**src/rtl/mnist_pkg.sv**
```systemverilog
// ============================================================================
// Module   : mnist_pkg
// Brief    : Shared image geometry defaults and streamer FSM state type.
// Revision : 1.0 - initial release
// ============================================================================
`default_nettype none

package mnist_pkg;

  localparam int IMG_W_DEFAULT = 28;
  localparam int IMG_H_DEFAULT = 28;
  localparam int NUM_PIXELS    = IMG_W_DEFAULT * IMG_H_DEFAULT;
  localparam int ADDR_W        = 5;

  typedef enum logic [1:0] {
    IDLE        = 2'd0,
    STREAM      = 2'd1,
    WAIT_RESULT = 2'd2,
    DONE        = 2'd3
  } stream_state_t;

endpackage : mnist_pkg

`default_nettype wire

```
**src/rtl/image_streamer_if.sv**
```systemverilog
// ============================================================================
// Module   : image_streamer_if
// Brief    : Host/classifier-side signal bundle of the image streamer.
// Revision : 1.0 - initial release
// ============================================================================
`default_nettype none

interface image_streamer_if
  import mnist_pkg::*;
#(
  parameter int IMG_W = IMG_W_DEFAULT
) ();

  logic              wr_en;
  logic [ADDR_W-1:0] wr_addr;
  logic [IMG_W-1:0]  wr_data;
  logic              start;
  logic              busy;
  logic              pixel_out;
  logic              pixel_valid;
  logic              result_valid_in;
  logic [3:0]        prediction_in;
  logic [7:0]        confidence_in;
  logic              done;
  logic [3:0]        prediction;
  logic [7:0]        confidence;
  logic              timeout_err;

  // Host / classifier side
  modport master (
    output wr_en, wr_addr, wr_data, start,
    output result_valid_in, prediction_in, confidence_in,
    input  busy, pixel_out, pixel_valid, done, prediction, confidence, timeout_err
  );

  // Streamer side
  modport slave (
    input  wr_en, wr_addr, wr_data, start,
    input  result_valid_in, prediction_in, confidence_in,
    output busy, pixel_out, pixel_valid, done, prediction, confidence, timeout_err
  );

endinterface : image_streamer_if

`default_nettype wire

```
**src/rtl/image_row_buffer.sv**
```systemverilog
// ============================================================================
// Module   : image_row_buffer
// Brief    : IMG_H x IMG_W row store, one synchronous write port and one
//            combinational read port. Contents are not reset.
// Revision : 1.0 - initial release
// ============================================================================
`default_nettype none

module image_row_buffer
  import mnist_pkg::*;
#(
  parameter int IMG_W = IMG_W_DEFAULT,
  parameter int IMG_H = IMG_H_DEFAULT
) (
  input  wire logic              clk,
  input  wire logic              wr_en,
  input  wire logic [ADDR_W-1:0] wr_addr,
  input  wire logic [IMG_W-1:0]  wr_data,
  input  wire logic [ADDR_W-1:0] rd_addr,
  output logic      [IMG_W-1:0]  rd_data
);

  logic [IMG_W-1:0] r_mem [IMG_H];

  logic w_wr_in_range;
  logic w_rd_in_range;

  assign w_wr_in_range = (32'(wr_addr) < IMG_H);
  assign w_rd_in_range = (32'(rd_addr) < IMG_H);

  always_ff @(posedge clk) begin
    if (wr_en && w_wr_in_range) begin
      r_mem[wr_addr] <= wr_data;
    end
  end

  // Out-of-range reads return zero so the caller never sees X from a lookahead.
  assign rd_data = w_rd_in_range ? r_mem[rd_addr] : '0;

endmodule : image_row_buffer

`default_nettype wire

```
**src/rtl/image_streamer.sv**
```systemverilog
// ============================================================================
// Module   : image_streamer
// Brief    : Buffers an image row by row, streams it bit-serially to a
//            classifier and captures the classifier result with a timeout.
// Revision : 1.0 - initial release
// ============================================================================
`default_nettype none

module image_streamer
  import mnist_pkg::*;
#(
  parameter int IMG_W   = IMG_W_DEFAULT,
  parameter int IMG_H   = IMG_H_DEFAULT,
  parameter int TIMEOUT = 4096
) (
  input  wire logic        clk,
  input  wire logic        rst_n,
  image_streamer_if.slave  bus
);

  localparam int COL_W  = (IMG_W > 1) ? $clog2(IMG_W) : 1;
  localparam int WAIT_W = (TIMEOUT > 1) ? $clog2(TIMEOUT) : 1;

  localparam logic [COL_W-1:0]  C_COL_LAST  = COL_W'(IMG_W - 1);
  localparam logic [ADDR_W-1:0] C_ROW_LAST  = ADDR_W'(IMG_H - 1);
  localparam logic [WAIT_W-1:0] C_WAIT_LAST = WAIT_W'(TIMEOUT - 1);

  stream_state_t     r_state;
  logic              r_busy;
  logic              r_pixel_out;
  logic              r_pixel_valid;
  logic              r_done;
  logic              r_timeout_err;
  logic [3:0]        r_prediction;
  logic [7:0]        r_confidence;
  logic [ADDR_W-1:0] r_row;
  logic [COL_W-1:0]  r_col;
  logic [WAIT_W-1:0] r_wait_cnt;

  logic              w_buf_we;
  logic [ADDR_W-1:0] w_rd_addr;
  logic [IMG_W-1:0]  w_rd_data;
  logic [IMG_W-1:0]  w_first_row;
  logic              w_col_wrap;
  logic [COL_W-1:0]  w_next_col;
  logic [ADDR_W-1:0] w_next_row;
  logic              w_last_pixel;

  // Row/column counters address the pixel currently on pixel_out.
  assign w_col_wrap   = (r_col == C_COL_LAST);
  assign w_next_col   = w_col_wrap ? '0 : r_col + 1'b1;
  assign w_next_row   = w_col_wrap ? r_row + 1'b1 : r_row;
  assign w_last_pixel = w_col_wrap && (r_row == C_ROW_LAST);

  assign w_buf_we  = (r_state == IDLE) && bus.wr_en;
  assign w_rd_addr = (r_state == STREAM) ? w_next_row : '0;

  // A row-0 write on the start edge is not yet in the buffer; forward it.
  assign w_first_row = (w_buf_we && (bus.wr_addr == '0)) ? bus.wr_data : w_rd_data;

  image_row_buffer #(
    .IMG_W (IMG_W),
    .IMG_H (IMG_H)
  ) u_row_buffer (
    .clk     (clk),
    .wr_en   (w_buf_we),
    .wr_addr (bus.wr_addr),
    .wr_data (bus.wr_data),
    .rd_addr (w_rd_addr),
    .rd_data (w_rd_data)
  );

  always_ff @(posedge clk or negedge rst_n) begin
    if (!rst_n) begin
      r_state       <= IDLE;
      r_busy        <= 1'b0;
      r_pixel_out   <= 1'b0;
      r_pixel_valid <= 1'b0;
      r_done        <= 1'b0;
      r_timeout_err <= 1'b0;
      r_prediction  <= '0;
      r_confidence  <= '0;
      r_row         <= '0;
      r_col         <= '0;
      r_wait_cnt    <= '0;
    end else begin
      r_done <= 1'b0;
      case (r_state)
        IDLE: begin
          if (bus.start) begin
            r_state       <= STREAM;
            r_busy        <= 1'b1;
            r_timeout_err <= 1'b0;
            r_row         <= '0;
            r_col         <= '0;
            r_pixel_valid <= 1'b1;
            r_pixel_out   <= w_first_row[0];
          end
        end

        STREAM: begin
          if (w_last_pixel) begin
            r_state       <= WAIT_RESULT;
            r_pixel_valid <= 1'b0;
            r_pixel_out   <= 1'b0;
            r_wait_cnt    <= '0;
          end else begin
            r_row       <= w_next_row;
            r_col       <= w_next_col;
            r_pixel_out <= w_rd_data[w_next_col];
          end
        end

        WAIT_RESULT: begin
          if (bus.result_valid_in) begin
            r_state      <= DONE;
            r_done       <= 1'b1;
            r_prediction <= bus.prediction_in;
            r_confidence <= bus.confidence_in;
          end else if (r_wait_cnt == C_WAIT_LAST) begin
            r_state       <= IDLE;
            r_busy        <= 1'b0;
            r_timeout_err <= 1'b1;
          end else begin
            r_wait_cnt <= r_wait_cnt + 1'b1;
          end
        end

        DONE: begin
          r_state <= IDLE;
          r_busy  <= 1'b0;
        end

        default: begin
          r_state       <= IDLE;
          r_busy        <= 1'b0;
          r_pixel_valid <= 1'b0;
          r_pixel_out   <= 1'b0;
        end
      endcase
    end
  end

  assign bus.busy        = r_busy;
  assign bus.pixel_out   = r_pixel_out;
  assign bus.pixel_valid = r_pixel_valid;
  assign bus.done        = r_done;
  assign bus.prediction  = r_prediction;
  assign bus.confidence  = r_confidence;
  assign bus.timeout_err = r_timeout_err;

endmodule : image_streamer

`default_nettype wire

```
**src/flat_wrapper.sv**
```systemverilog
// flat-port wrapper written by rule: the top's interface ports become plain ports
module image_streamer_flat import mnist_pkg::*;
#(
  parameter int IMG_W   = IMG_W_DEFAULT,
  parameter int IMG_H   = IMG_H_DEFAULT,
  parameter int TIMEOUT = 4096
)
  (clk, rst_n, bus_wr_en, bus_wr_addr, bus_wr_data, bus_start, bus_result_valid_in, bus_prediction_in, bus_confidence_in, bus_busy, bus_pixel_out, bus_pixel_valid, bus_done, bus_prediction, bus_confidence, bus_timeout_err);
  image_streamer_if #(.IMG_W(IMG_W)) bus_i ();
  input  wire logic clk;
  input  wire logic rst_n;
  input wire logic [$bits(bus_i.wr_en)-1:0] bus_wr_en;
  input wire logic [$bits(bus_i.wr_addr)-1:0] bus_wr_addr;
  input wire logic [$bits(bus_i.wr_data)-1:0] bus_wr_data;
  input wire logic [$bits(bus_i.start)-1:0] bus_start;
  input wire logic [$bits(bus_i.result_valid_in)-1:0] bus_result_valid_in;
  input wire logic [$bits(bus_i.prediction_in)-1:0] bus_prediction_in;
  input wire logic [$bits(bus_i.confidence_in)-1:0] bus_confidence_in;
  output wire logic [$bits(bus_i.busy)-1:0] bus_busy;
  output wire logic [$bits(bus_i.pixel_out)-1:0] bus_pixel_out;
  output wire logic [$bits(bus_i.pixel_valid)-1:0] bus_pixel_valid;
  output wire logic [$bits(bus_i.done)-1:0] bus_done;
  output wire logic [$bits(bus_i.prediction)-1:0] bus_prediction;
  output wire logic [$bits(bus_i.confidence)-1:0] bus_confidence;
  output wire logic [$bits(bus_i.timeout_err)-1:0] bus_timeout_err;
  assign bus_i.wr_en = bus_wr_en;
  assign bus_i.wr_addr = bus_wr_addr;
  assign bus_i.wr_data = bus_wr_data;
  assign bus_i.start = bus_start;
  assign bus_i.result_valid_in = bus_result_valid_in;
  assign bus_i.prediction_in = bus_prediction_in;
  assign bus_i.confidence_in = bus_confidence_in;
  assign bus_busy = bus_i.busy;
  assign bus_pixel_out = bus_i.pixel_out;
  assign bus_pixel_valid = bus_i.pixel_valid;
  assign bus_done = bus_i.done;
  assign bus_prediction = bus_i.prediction;
  assign bus_confidence = bus_i.confidence;
  assign bus_timeout_err = bus_i.timeout_err;
  image_streamer #(.IMG_W(IMG_W), .IMG_H(IMG_H), .TIMEOUT(TIMEOUT)) u_core (.clk(clk), .rst_n(rst_n), .bus(bus_i));
endmodule
```
**config.mk**
```make
export PLATFORM = sky130hd
export DESIGN_NAME = image_streamer_flat
export DESIGN_NICKNAME = d
export VERILOG_FILES = /design/src/rtl/mnist_pkg.sv /design/src/rtl/image_streamer_if.sv /design/src/rtl/image_row_buffer.sv /design/src/rtl/image_streamer.sv /design/src/flat_wrapper.sv
export SDC_FILE = /design/constraint.sdc
export NUM_CORES = 1
export LEC_CHECK = 0
export CORE_UTILIZATION = 45
export CTS_CLUSTER_DIAMETER = 100
export DETAILED_ROUTE_END_ITERATION = 8
export GPL_ROUTABILITY_DRIVEN = 0
export PLACE_DENSITY = 0.63
export SYNTH_ARGS = -nofsm -noshare
export SYNTH_HDL_FRONTEND = slang
export SYNTH_SLANG_ARGS = --single-unit
```
**constraint.sdc**
```tcl
create_clock -name clk -period 3.5 [get_ports clk]
set_input_delay 0.7 -clock clk [delete_from_list [all_inputs] [get_ports clk]]
set_output_delay 0.7 -clock clk [all_outputs]
set_load 0.005 [all_outputs]
```
Routing congestion:
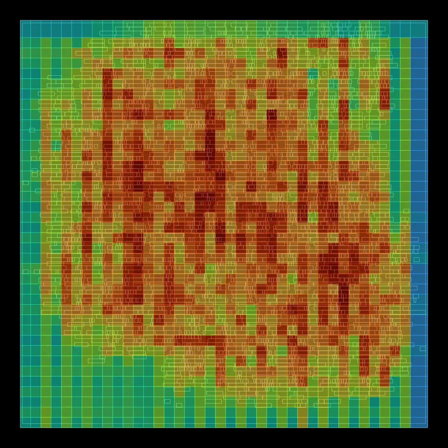
global-route met3 utilization: 4.649%
share of the core filled with cells in the final layout: 56.35%

Signal wires on met3:
(1 px per um)
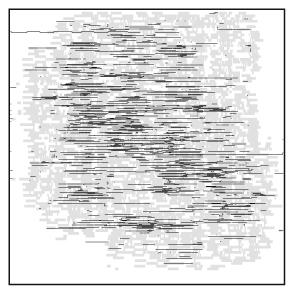
The longest straight run is 113 um. The wires run mostly horizontal. The layer carries 12300 um of wire.
vias: 22948
drt total wl: 106400 um

Where the registers sit:
(1 px per um) Other sequential cells in the stronger grey, the rest of the logic in the fainter grey.
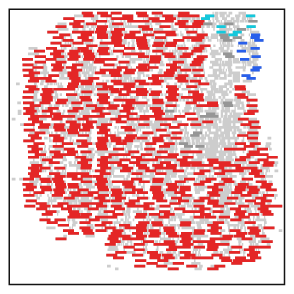
Key: blue = u_core.r_wait_cnt [placed flops 12, where north-east]; red = u_core.u_row_buffer.r_mem [placed flops 784, where spread over the die]; cyan = u_core.bus.confidence [placed flops 8, where north-east]
Another 21 sequential cells are not coloured.
register cell area after layout: 24570 sq um
fraction of standard cell area that is sequential: 59.76%
sequential group power: 0.0110 W

Signal wires by layer:
(1 px per um)
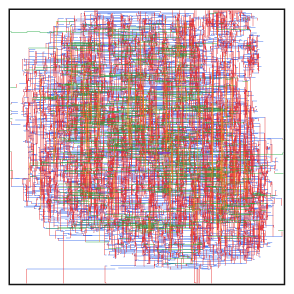
Key: orange = met4 [wire length 4240 um]; blue = met1 [wire length 39.9 mm]; green = met3 [wire length 12300 um]; red = met2 [wire length 50.0 mm]; purple = met5 [wire length 11.0 um]
routed wire length per instance: 28.40 um
global routing usage summed across all routing layers: 27.88%

Clock wires, drivers and flops:
(1.5 px per um)
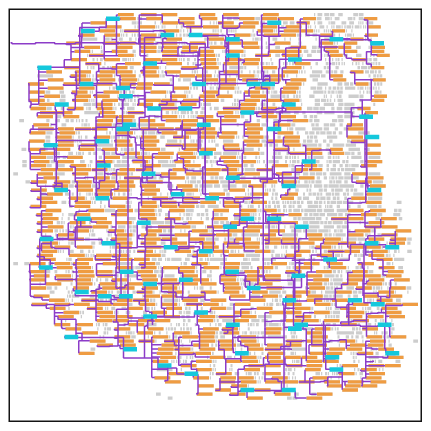
Key: orange = flip-flops [count 825]; purple = clock wires [length 9150 um]; cyan = cells driving clock nets [count 84]
Position of the flops: spread over the die.
relative contribution of the clock network to total power: 38.1%
worst clock skew: 0.01865 ns

==> flow_metrics.rpt <==
FLOW METRICS REPORT
----------------------------------------------------
[Run status]
  Run status ........................ finished with violations
  Violated checks ........................ negative setup slack

[Routing]
  Detailed-routing iteration count for the pre-antenna-repair pass ........................ 7
  Number of design-rule violations left by the first detailed-router iteration ........................ 2945
  Number of remaining DRC errors ........................ 0
  Post-DR vias/cell ........................ 6.124
  Number of nets with antenna violations after detailed routing ........................ 0

[Die]
  Core footprint ........................ 72960 sq um
  Count of standard-cell rows ........................ 99
  Die X-Extent ........................ 273.7 um
  Chip height ........................ 273.7 um
  Fp_density ........................ 45.55%

[Logic synthesis]
  Flop and latch count out of synthesis ........................ 825
  Syn nets ........................ 2479
  Count of yosys warnings during synthesis ........................ 0
  Main area contributors ........................ sky130_fd_sc_hd__edfxtp_1 (71%), sky130_fd_sc_hd__nand2_1 (7.3%), sky130_fd_sc_hd__nand3_1 (3.5%)
  Most common library cells after synthesis ........................ sky130_fd_sc_hd__edfxtp_1 (784), sky130_fd_sc_hd__nand2_1 (642), sky130_fd_sc_hd__nand3_1 (232)
  Most numerous cell in the Yosys netlist ........................ sky130_fd_sc_hd__edfxtp_1
  Cell area after synthesis ........................ 33230 sq um
  Post-synthesis instance total ........................ 2426
  Area fraction of the dominant cell type after synthesis ........................ 70.85%
  Post-synth tally of flip-flops with integrated enable ........................ 784
  Post-synth cell types ........................ 74
  Average instance area after synthesis ........................ 13.70 sq um
  Count of instantiated cells in the yosys netlist ........................ 2426
  Sequential area share after synthesis ........................ 73.94%
  Most common reg cell ........................ sky130_fd_sc_hd__edfxtp_1

[Clock network]
  Buffer cell driving the clock tree root ........................ sky130_fd_sc_hd__clkbuf_16
  TritonCTS clock tree ........................ done
  Post-CTS clock slew at the launch and capture registers of the worst setup and hold paths ........................ 0.06 ns
  Number of CTS-inserted buffers ........................ 84
  Depth of the CTS H-tree ........................ 3
  Sink Count ........................ 825
  Worst-case clock buffer depth ........................ 3
  Worst-skew pair later-pin latency ........................ 0.65 ns

[Power]
  Power per cell area ........................ 575.4 nW/um^2
  Leak pwr ........................ 14.08 nW
  Total power after layout ........................ 0.02366 W

[Finish]
  Final Cell Area ........................ 41110 sq um
  P&R area growth vs syn ........................ 23.73%
  Post-layout instance count excluding filler cells ........................ 3747
  Post-layout net count ........................ 2772
  Share of final-layout standard cells stronger than drive strength 1 ........................ 19.20%

[Worst setup path]
  Kind of end point of the critical path ........................ flip-flop
  CP Max Fanout ........................ 11
  Cell with the largest stage delay on the worst path ........................ sky130_fd_sc_hd__dfrtp_1
  Data required time at the worst endpoint ........................ 4.03 ns
  Category of the most critical setup path ........................ reg2reg
  Type of origin of the critical path ........................ flip-flop
  Worst-path cell chain ........................ ha_4 -> and4b_4 -> mux2i_4 -> buf_12 -> bufbuf_16 -> buf_12 -> nand2_1 -> and3_1 -> a311oi_1 -> o311ai_0 -> a211o_1 -> a31oi_4 -> o21ai_2 -> o32ai_4
  Worst path max stage delay ........................ 0.40 ns
  Most frequent cell on the critical path ........................ sky130_fd_sc_hd__buf_12
  Worst endpoint data arrival time ........................ 4.04 ns
  Category of cells accounting for the largest share of critical-path delay ........................ AND-OR/OR-AND gates
  Combined buffer and inverter count along the critical path ........................ 3

[STA]
  Fin. max-slew vios ........................ 0
  Final Worst Setup Slack ........................ -0.01180 ns
  Hold WS ........................ 0.2249 ns
  Number of hold violations in the final report ........................ 0
  Setup TNS ........................ -0.01180 ns
  Slew at the pin with the worst max-slew slack ........................ 1.071 ns
  Shortest period the worst path allows ........................ 3.512 ns
  Maximum operating frequency ........................ 284.8 MHz
  Setup-failing EPs final ........................ 1
  Slew HR ........................ 28.38%
  Final worst-path cycle share ........................ 100.3%

[GRT]
  Via count of the first global-routing pass ........................ 21772
  GRT Residual Overflow ........................ 0
  Number of antenna violations at the first check in global routing ........................ 2
  Largest net degree at the start of global routing ........................ 42
  Wire length of the first global-routing pass ........................ 149800 um

[Run]
  Count of tool warnings ........................ 26
  Max_cap viols ........................ 0

[Place]
  DP Wirelength ........................ 59190 um
  Area post-placement ........................ 36920 sq um
  Worst setup timing slack at the placement stage ........................ -0.2033 ns

[Worst hold path]
  Worst min path class ........................ in2async

----------------------------------------------------
-- what timing repair did --
item                                    in CTS  in global routing
resized                                     36                 86
gates cloned                                 7                  6
pin swaps                                   14                 34
endpoints found under the setup margin       1                  1
setup buffers                               28                 26
-- logic make-up after synthesis --
kind of cell | share of synthesized area, %
buffers and inverters | 2.647
adder cells (fa/ha/maj) | 0.1130
XOR/XNOR | 0.3841
multiplexers | 3.385
AND/OR/NAND/NOR | 13.51
AND-OR/OR-AND | 6.028
flip-flops | 73.94
-- final timing paths --
path	from	to	slack (ns)	cells after the start
max	u_core.r_col[1]	u_core.bus.pixel_out	-0.01	14
min	rst_n	u_core.bus.confidence[3]	0.22	1
max reg2reg	u_core.r_col[1]	u_core.bus.pixel_out	-0.01	14
min reg2reg	u_core.bus.confidence[3]	u_core.bus.confidence[3]	0.48	2
max in group asynchronous	rst_n	u_core.r_col[1]	2.65	1
min in group clk	u_core.bus.confidence[3]	u_core.bus.confidence[3]	0.48	2
-- report_power, final --
part / switching, W / internal [W]
combinational: 0.00232 / 0.00132
clock: 0.00377 / 0.00524
sequential: 0.0000706 / 0.0109
total: 0.00616 / 0.0175
-- routing by layer --
layer	up-vias	track usage, %	share of wire [%]
li1	9691	-	-
met4	2	11.17	4.0
met1	11447	38.56	37
met2	1538	43.97	47
met5	-	0	0.010
met3	270	4.649	12
-- area by class of cell --
class	instances	area, sq um
antenna	1	2.502
clock buffer	99	2201
clock inverter	55	545.5
fill	5633	31850
inverter	7	26.28
multi-input combinational	1450	8626
sequential	825	24570
tap	959	1200
timing repair buffer	351	3944
-- cells in the final DEF (no fill, tap or decap), types with 8 or more instances in the layout --
cell,n
sky130_fd_sc_hd__edfxtp_1,784
sky130_fd_sc_hd__buf_12,62
sky130_fd_sc_hd__nand2_1,640
sky130_fd_sc_hd__nand4_1,25
sky130_fd_sc_hd__clkdlybuf4s50_1,65
sky130_fd_sc_hd__buf_4,194
sky130_fd_sc_hd__and3_1,18
sky130_fd_sc_hd__a311oi_1,10
sky130_fd_sc_hd__nor2_1,31
sky130_fd_sc_hd__nand3_1,231
sky130_fd_sc_hd__clkinv_2,13
sky130_fd_sc_hd__o22ai_1,13
sky130_fd_sc_hd__mux2i_1,85
sky130_fd_sc_hd__nor3_1,16
sky130_fd_sc_hd__buf_16,8
sky130_fd_sc_hd__clkbuf_1,13
sky130_fd_sc_hd__clkinv_1,23
sky130_fd_sc_hd__a21oi_1,50
sky130_fd_sc_hd__nand2b_1,9
sky130_fd_sc_hd__dfrtp_1,41
sky130_fd_sc_hd__buf_6,10
sky130_fd_sc_hd__nor2_4,30
sky130_fd_sc_hd__clkbuf_16,91
sky130_fd_sc_hd__a32oi_1,29
sky130_fd_sc_hd__bufinv_16,10
sky130_fd_sc_hd__o21ai_0,21
sky130_fd_sc_hd__a31oi_1,47
-- sequential cells by signal (all words and copies together), names as in the netlist --
name	count
u_core.bus.busy	1
u_core.r_col	5
u_core.bus.pixel_valid	1
u_core.bus.done	1
u_core.r_wait_cnt	12
u_core.bus.timeout_err	1
u_core.r_state	2
u_core.bus.prediction	4
u_core.u_row_buffer.r_mem	784
u_core.r_row	5
u_core.bus.pixel_out	1
u_core.bus.confidence	8
Power figures rest on the tool's default switching activity, not on a simulated workload.
